`src/rtl/fifo_sync_param.sv`:
```
// Single-clock partial-sum FIFO with occupancy count, threshold flags,
// optional first-word-fall-through read, sync flush and sticky errors.
module fifo_sync_param #(
   parameter int sum_bw   = 22,
   parameter int ptr_len  = 4,
   parameter bit fwft     = 1'b0,
   parameter int af_level = (2**ptr_len) - 2,
   parameter int ae_level = 2
) (
   input  logic              clk,
   input  logic              reset,
   input  logic              flush,
   input  logic              wr,
   input  logic [sum_bw-1:0] in,
   input  logic              rd,
   output logic [sum_bw-1:0] out,
   output logic              out_valid,
   output logic              fifo_full,
   output logic              fifo_empty,
   output logic              almost_full,
   output logic              almost_empty,
   output logic [ptr_len:0]  count,
   output logic              overflow,
   output logic              underflow,
   input  logic              clr_err
);

   localparam int DEPTH = 2**ptr_len;
   localparam logic [ptr_len:0] AF = (ptr_len+1)'(af_level);
   localparam logic [ptr_len:0] AE = (ptr_len+1)'(ae_level);

   logic [sum_bw-1:0] mem_q [DEPTH];
   logic [ptr_len:0]  wr_ptr_q, wr_ptr_d;
   logic [ptr_len:0]  rd_ptr_q, rd_ptr_d;
   logic              ovf_q, ovf_d;
   logic              unf_q, unf_d;
   logic              wr_ok, rd_ok;
   logic [ptr_len-1:0] wa, ra;

   assign wa = wr_ptr_q[ptr_len-1:0];
   assign ra = rd_ptr_q[ptr_len-1:0];

   // Flags decode only registered pointers, never the live requests.
   assign count        = wr_ptr_q - rd_ptr_q;
   assign fifo_empty   = (wr_ptr_q == rd_ptr_q);
   assign fifo_full    = (wa == ra) &&
                         (wr_ptr_q[ptr_len] != rd_ptr_q[ptr_len]);
   assign almost_full  = (count >= AF);
   assign almost_empty = (count <= AE);
   assign overflow     = ovf_q;
   assign underflow    = unf_q;

   always_comb begin
      wr_ok    = wr & ~fifo_full & ~flush;
      rd_ok    = rd & ~fifo_empty & ~flush;
      wr_ptr_d = wr_ptr_q;
      rd_ptr_d = rd_ptr_q;
      if (flush) begin
         wr_ptr_d = '0;
         rd_ptr_d = '0;
      end else begin
         if (wr_ok) wr_ptr_d = wr_ptr_q + 1'b1;
         if (rd_ok) rd_ptr_d = rd_ptr_q + 1'b1;
      end
      ovf_d = (ovf_q & ~clr_err) | (wr & fifo_full & ~flush);
      unf_d = (unf_q & ~clr_err) | (rd & fifo_empty & ~flush);
   end

   always_ff @(posedge clk or posedge reset) begin
      if (reset) begin
         wr_ptr_q <= '0;
         rd_ptr_q <= '0;
         ovf_q    <= 1'b0;
         unf_q    <= 1'b0;
      end else begin
         wr_ptr_q <= wr_ptr_d;
         rd_ptr_q <= rd_ptr_d;
         ovf_q    <= ovf_d;
         unf_q    <= unf_d;
      end
   end

   always_ff @(posedge clk) begin
      if (wr_ok) mem_q[wa] <= in;
   end

   if (fwft) begin : g_fwft
      assign out       = fifo_empty ? '0 : mem_q[ra];
      assign out_valid = ~fifo_empty;
   end else begin : g_std
      logic [sum_bw-1:0] out_q;
      logic              out_valid_q;

      always_ff @(posedge clk or posedge reset) begin
         if (reset) begin
            out_q       <= '0;
            out_valid_q <= 1'b0;
         end else begin
            if (rd_ok) out_q <= mem_q[ra];
            out_valid_q <= rd_ok;
         end
      end

      assign out       = out_q;
      assign out_valid = out_valid_q;
   end

endmodule
```
`config.mk`:
```
export PLATFORM = sky130hd
export DESIGN_NAME = fifo_sync_param
export DESIGN_NICKNAME = d
export VERILOG_FILES = /design/src/rtl/fifo_sync_param.sv
export SDC_FILE = /design/constraint.sdc
export NUM_CORES = 1
export LEC_CHECK = 0
export CORE_MARGIN = 2
export CORE_UTILIZATION = 40
export DETAILED_ROUTE_END_ITERATION = 6
export HOLD_SLACK_MARGIN = 0.06
export PLACE_DENSITY_LB_ADDON = 0.08
export SLEW_MARGIN = 10
export SYNTH_ARGS = -nofsm -noshare
export SYNTH_HDL_FRONTEND = slang
export SYNTH_SLANG_ARGS = --single-unit
```
`constraint.sdc`:
```
create_clock -name clk -period 9.4 [get_ports clk]
set_input_delay 2.82 -clock clk [delete_from_list [all_inputs] [get_ports clk]]
set_output_delay 2.82 -clock clk [all_outputs]
set_load 0.005 [all_outputs]
```
Fig. 1: run 1, cell sizes after repair
Scale: 1.5 px per µm.
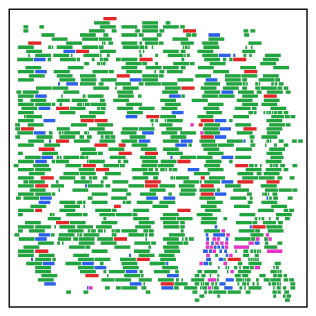
legend:
  green:
    size: x1 and smaller
    cells: 757
    share: 83%
    most_used: edfxtp_1
  blue:
    size: x2
    cells: 76
    share: 8.3%
    most_used: mux4_2
  red:
    size: x6 and larger
    cells: 49
    share: 5.4%
    most_used: clkbuf_16
  magenta:
    size: x3 and x4
    cells: 29
    share: 3.2%
    most_used: buf_4

Fig. 2: run 1, PDN straps and rails
Scale: 2 px per µm. Pins as bars on the die edge.
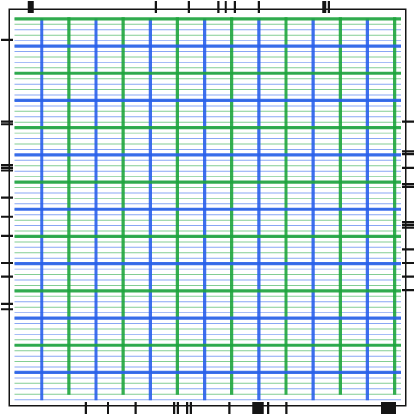
legend:
  blue:
    net: VSS
  green:
    net: VDD
met1 rails: 71
met5 straps: 14
met4 straps: 14

Fig. 3: run 1, routed metal per tile
Scale: 2 px per µm. The die is cut into 40 by 40 equal tiles; dark purple is low, yellow is high, scaled to the fullest tile. Values are wire area over tile area, all layers added.
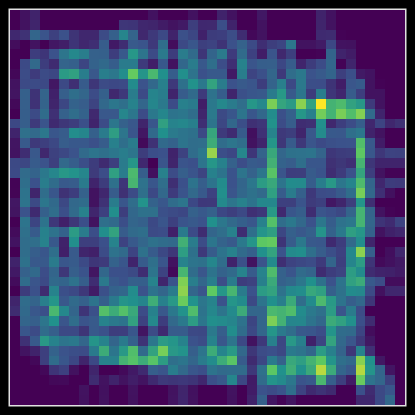
tiles over half the peak: 10%
emptiest ninth of the die: north-east
mean over tiles: 0.14
nearly empty tiles: 13%

==> results.cfg, run 1 <==
; yosys + openroad results
[status]
status = finished clean

[routing]
wl_met3_um = 1520
drt_iter0_drc = 588
wl_um = 34200
wl_met2_um = 17200
wl_per_cell_um = 24.8
wl_met1_um = 14800
dr_total_vias = 7479
ant_nets = 0
drc = 0
drt_pass1_iterations = 4
vias_per_cell = 5.42
routed.top_layer = met4

[cts]
cts_root_buffer = clkbuf_16
numClockSinks = 387
clk_latency_ps = 530
cts_setup_buffers = 0
h-tree-depth = 2
path_clk_slew_ps = 60
cts_resized = 0
clock_path_buffers = 3
cts_tree = built
cts_made_buffers = 40
ctsHoldBuffers = 0

[logic_synthesis]
ys_area_um2 = 15000
ys.flops = 387
syn_area_per_cell_um2 = 18.8
syn_area_um2 = 15000
top_area_share_pct = 70.5
ys_seq_share_pct = 76.4
ys_cells = 795
netlist-cell-type-count = 44
area_leaders = edfxtp_1 71%, mux4_2 6.6%, mux2i_1 6.0%, dfrtp_1 5.8%, o22ai_1 1.8%
synthCells = 795
yosysTopAreaCell = edfxtp_1
yosys_warnings = 0
fp_nets = 833

[die]
rows = 70
die_height_um = 198
die_area_um2 = 39000
boundaryPins = 62
core_area_um2 = 36800
fp_util_pct = 40.7
die_w_um = 198

[global_routing]
grt_pass1_wl_um = 50800
grt_use_met3_pct = 2.65
grt_overflow = 0
antenna_found_initial = 0
use_met1_pct = 23.6
grt_busiest_layer = met2
grt_max_degree = 52
grt_pass1_vias = 8020
grt_usage_pct = 17.9
grtUsageMet2_pct = 31.2

[worst_setup_path]
cp-start-kind = flop
critPathCapture = almost_empty
cp.required_ps = 6580
crit_path_max_incr_delay_ps = 1090
crit-reg2reg-launch = rd_ptr_q[1]
cp.depth = 8
cp_max_fo = 51
r2r-end = mem_q[2][17]
critPathLaunch = rd_ptr_q[0]
r2r_setup_slack_ps = 6010
crit_family = flip-flops
path_cells = ha_1 > inv_1 > fa_1 > a21o_1 > a21oi_1 > xnor2_1 > a211oi_1 > clkdlybuf4s50_1
worst-r2r-cell-count = 7
critPathArrivalTime_ps = 3710
worstSetupEndpointType = output pin
cpMaxStageDelayCell = dfrtp_4
path_buffers = 2
crit_type = reg -> out

[timing]
max_slew_margin_pct = 31.2
fmax_mhz = 153
tightest_slew_ps = 1030
setup_viol = 0
fin_hold_ws_ps = 538
period_used_pct = 69.4
drv_slew = 0
period_minus_slack_ps = 6530
rsz0062_at_grt = false
finalHoldViolCount = 0
fin_worst_skew_ps = 11.8
tns_ps = 0

[finish]
diodes = 0
fin_cells = 1379
final_nets = 919
syn2layout_area_growth_pct = 16.6
lay_top_cells = 352 x edfxtp_1, 90 x mux2i_1, 61 x clkdlybuf4s50_1, 53 x nor2_1
final_layout_size_suffix_gt1_share_pct = 16.9
lay_top_count = edfxtp_1

[power]
p_total_mw = 4.07
power.density_nw_per_um2 = 233
p_clk_share_pct = 37.8
pg_clk_mw = 1.54
comb_power_share_pct = 12.4
p_seq_share_pct = 49.8
p_leak_nw = 5.50
switching_share_pct = 22.8
p_comb_uw = 505
ir_drop_v = 0.000155
pg_seq_mw = 2.03
power_switching_uw = 929
top_power_group = sequential cells
p_int_mw = 3.14

[worst_hold_path]
holdCritStartpoint = overflow
holdCritPathClass = reg -> reg
hold_depth = 2
min_to = overflow

[run]
log.warning_count = 29
drv_cap = 0

[placement]
hpwl_um = 17700
io_buffers = 61
place_congestion = 0.729
dp.cells = 1307
run 1: per-stage QoR:
| stage | util (%) | setup WS [ps] | area, µm² |
|---|---|---|---|
| CTS | 47.5 | 2820 | 17500 |
| finish | 47.5 | 2870 | 17500 |
| floorplan | - | 4120 | 15000 |
| global route | 47.5 | 2650 | 17500 |
| global placement | 44.0 | 3460 | 16200 |
| detailed placement | 44.0 | 3390 | 16200 |
run 1: cell usage after synthesis (all sizes together):
cell type	number
edfxtp	352
mux2i	90
nor2	67
mux4	44
o22ai	44
dfrtp	35
buf	29
a22oi	22
a31oi	22
clkbuf	10
inv	10
ha	9
a21oi	6
nand2	6
o21ai	6
xor2	5
nand2b	4
nor3	4
or3	4
xnor2	4
o211ai	3
a21o	2
nand3	2
nand3b	2
o32ai	2
a211oi	1
a41o	1
and2	1
and3	1
and4	1
dlygate4sd3	1
fa	1
nand4	1
nor2b	1
o21a	1
or3b	1
run 1: cell type report:
cell class / instances / area (µm²)
Fill cell: 3098 / 19300
Multi-Input combinational cell: 358 / 3330
Timing Repair Buffer: 84 / 783
Inverter: 10 / 37.5
Clock buffer: 51 / 1090
Clock inverter: 21 / 185
Tap cell: 468 / 586
Sequential cell: 387 / 11500
run 1: state kept, by name, indices dropped and copies added, names as in the netlist:
signal / cells
underflow: 1
mem_q: 352
rd_ptr_q: 5
out: 22
wr_ptr_q: 5
overflow: 1
out_valid: 1
run 1: cells by family (layout without fill, tap and decap cells):
kind of cell | Yosys count | in the layout | share of synthesized area (%)
simple gates | 95 | 95 | 2.75
flops | 387 | 387 | 76.4
compound gates | 110 | 110 | 4.90
mux | 134 | 134 | 12.6
xor+xnor | 9 | 9 | 0.626
fa+ha+maj | 10 | 10 | 0.885
buf+inv | 50 | 166 | 1.84
==> run 2: changes to the inputs <==
==> constraint.sdc (replaced) <==
create_clock -name clk -period 5.5 [get_ports clk]
set_input_delay 1.65 -clock clk [delete_from_list [all_inputs] [get_ports clk]]
set_output_delay 1.65 -clock clk [all_outputs]
set_load 0.005 [all_outputs]
Fig. 4: run 2, placed standard cells
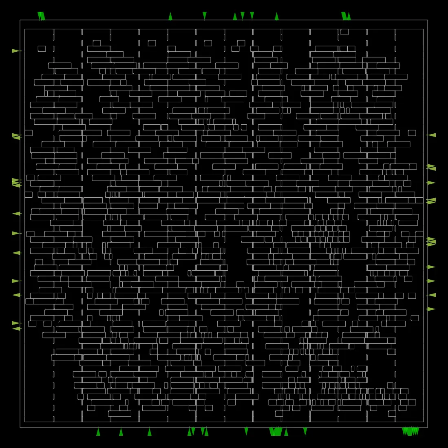
post-layout utilization of the core: 47.6%
Seq/total area: 65.4%
flop count: 387
Finished Layout Cells: 1385
TAP cells: 468

==> run 2 against run 1 <==
  * Final cell count grew 0.44%
  * First-iteration DRC count shrank 4.8%
  * Combinational power is 93% higher
  * Global-route usage grew 0.45 points
  * Routed wire length is 3.1% higher
  * Via count increased by 1.7%
  * Synthesized cell count unchanged
  * Register-to-register slack got worse by 3900 ps
  * Sequential power is 67% higher
  * Clock skew is 15 ps higher
  * Sequential share of layout area decreased by 0.16 points
==> results.cfg, run 2 <==
; yosys + openroad results
[placement]
dp.cells = 1310
placed_area_um2 = 16200
place_congestion = 0.765
pre_cts_slack_ps = 1320

[global_routing]
grt_pass1_vias = 7964
grt_overflow = 0
antenna_found_initial = 0
grt_usage_pct = 18.4
grt_busiest_layer = met2
grt_pass1_wl_um = 52200
grtUsageMet2_pct = 30.7
grt_max_degree = 67

[timing]
setup_ws_ps = 823
drv_slew = 0
max_slew_margin_pct = 25.7
tns_ps = 0
period_used_pct = 85.0
period_minus_slack_ps = 4680
setup_viol = 0
finalHoldViolCount = 0
tightest_slew_ps = 1110
fin_worst_skew_ps = 27.0

[routing]
wl_per_cell_um = 25.4
dr_total_vias = 7606
drc = 0
routed.top_layer = met4
drt_pass1_iterations = 5

[cts]
numClockSinks = 387
cts_resized = 0
cts_tree = built
cts_setup_buffers = 0
path_clk_slew_ps = 60
cts_root_buffer = clkbuf_16

[die]
boundaryPins = 62
rows = 70
fp_util_pct = 40.7

[worst_setup_path]
r2r_setup_slack_ps = 2150
crit-reg2reg-launch = rd_ptr_q[0]
r2r-end = out[3]
cp.required_ps = 3850
cp-start-kind = flop

[worst_hold_path]
min_to = overflow
holdCritPathClass = reg -> reg

[power]
switching_share_pct = 23.3
ir_drop_v = 0.000266
p_leak_nw = 5.52
power_switching_mw = 1.65
p_seq_share_pct = 48.2
p_total_mw = 7.06

[logic_synthesis]
area_leaders = edfxtp_1 71%, mux4_2 6.6%, mux2i_1 6.0%, dfrtp_1 5.8%, o22ai_1 1.8%
syn_area_per_cell_um2 = 18.8
ys_seq_share_pct = 76.4
async_flop_share_pct = 9.04
ys_area_um2 = 15000
top_cells_by_count = 352 x edfxtp_1, 90 x mux2i_1, 67 x nor2_1, 44 x mux4_2, 44 x o22ai_1
netlist-cell-type-count = 44
dominantRegCellSynth = edfxtp_1
yosysTopAreaCell = edfxtp_1
ys_cells = 795
fp_nets = 833

[run]
log.warning_count = 29
drv_cap = 0

[finish]
diodes = 0
lay_top_cells = 352 x edfxtp_1, 90 x mux2i_1, 61 x clkdlybuf4s50_1, 53 x nor2_1
lay_top_count = edfxtp_1
syn2layout_area_growth_pct = 16.9
largest-register = mem_q

[status]
status = finished clean
Fig. 5: run 2, close-up of the layout
Window x 74 to 124, y 113 to 163 µm. Cells in gray, sequential cells in the stronger gray; small squares are vias.
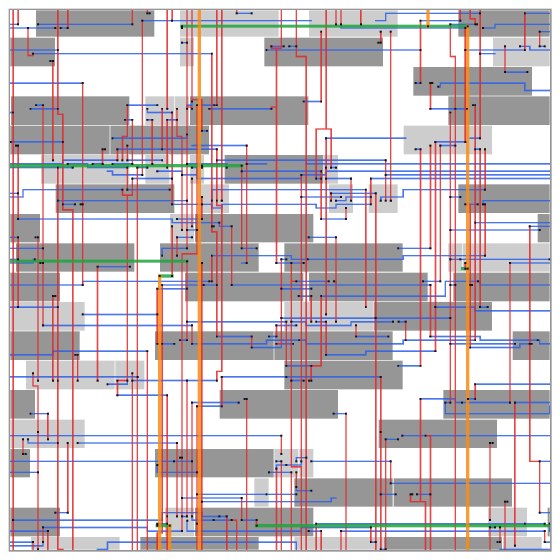
legend:
  blue:
    layer: M1
  red:
    layer: M2
  orange:
    layer: M4
  green:
    layer: M3
cells with their middle in the window: 58
sequential cells in the window: 31
most frequent: edfxtp_1 (27), mux4_2 (7), a22oi_1 (5)
netlist names of flops here include: `mem_q` (27), `out` (4)

==> run 2: netlist changes by cell type in the layout (fill, tap and decap cells not counted), moves of 3 or more <==
cell / previous run / this run
clkinv_2: 11 / 8
clkinv_1: 4 / 12
buf_4: 23 / 26
clkbuf_8: 3 / 0
==> run 2: layout make-up <==
type / count / area, µm²
clock buffers: 47 / 1070
clock inverters: 28 / 244
fillers: 3093 / 19300
inverters: 10 / 37.5
multi-input cells: 358 / 3320
flip-flops and latches: 387 / 11500
well taps: 468 / 586
repair buffers: 87 / 806
==> run 2: power by group through the flow <==
stage          sequential, mW  clock, mW  combinational, mW
2_1_floorplan            3.43          0              0.575
3_3_place_gp             3.46          0              0.992
3_5_place_dp             3.46          0              0.999
4_1_cts                  3.41       2.74               1.00
5_1_grt                  3.42       2.86               1.05
6_report                 3.40       2.68              0.974
==> run 2: worst max-delay path by stage <==
stage                     start            to  slack [ps]  cells past startpoint
floorplan                 flush   mem_q[3][0]        1390                      4
global placement          flush   mem_q[1][0]        1380                      6
detailed placement  wr_ptr_q[0]  almost_empty        1320                      9
CTS                 wr_ptr_q[0]  almost_empty         770                      9
global route        wr_ptr_q[0]  almost_empty         630                      9
finish              wr_ptr_q[0]  almost_empty         820                      9
==> run 2: kinds of logic after synthesis <==
kind of cell / share of synthesized area (%)
DFF: 76.4
muxes: 12.6
buffers and inverters: 1.84
and+or+nand+nor: 2.75
adders and majority gates: 0.885
xor gates and xnor gates: 0.626
AOI/OAI and AO/OA: 4.90
==> run 2: worst max-delay path: cells and delay by family (launching register included) <==
kind,cells,cell delay (ps)
buf+inv,3,770
compound gates,3,620
fa+ha+maj,2,600
flops,1,410
xor+xnor,1,130
Power figures rest on the tool's default switching activity, not on a simulated workload.
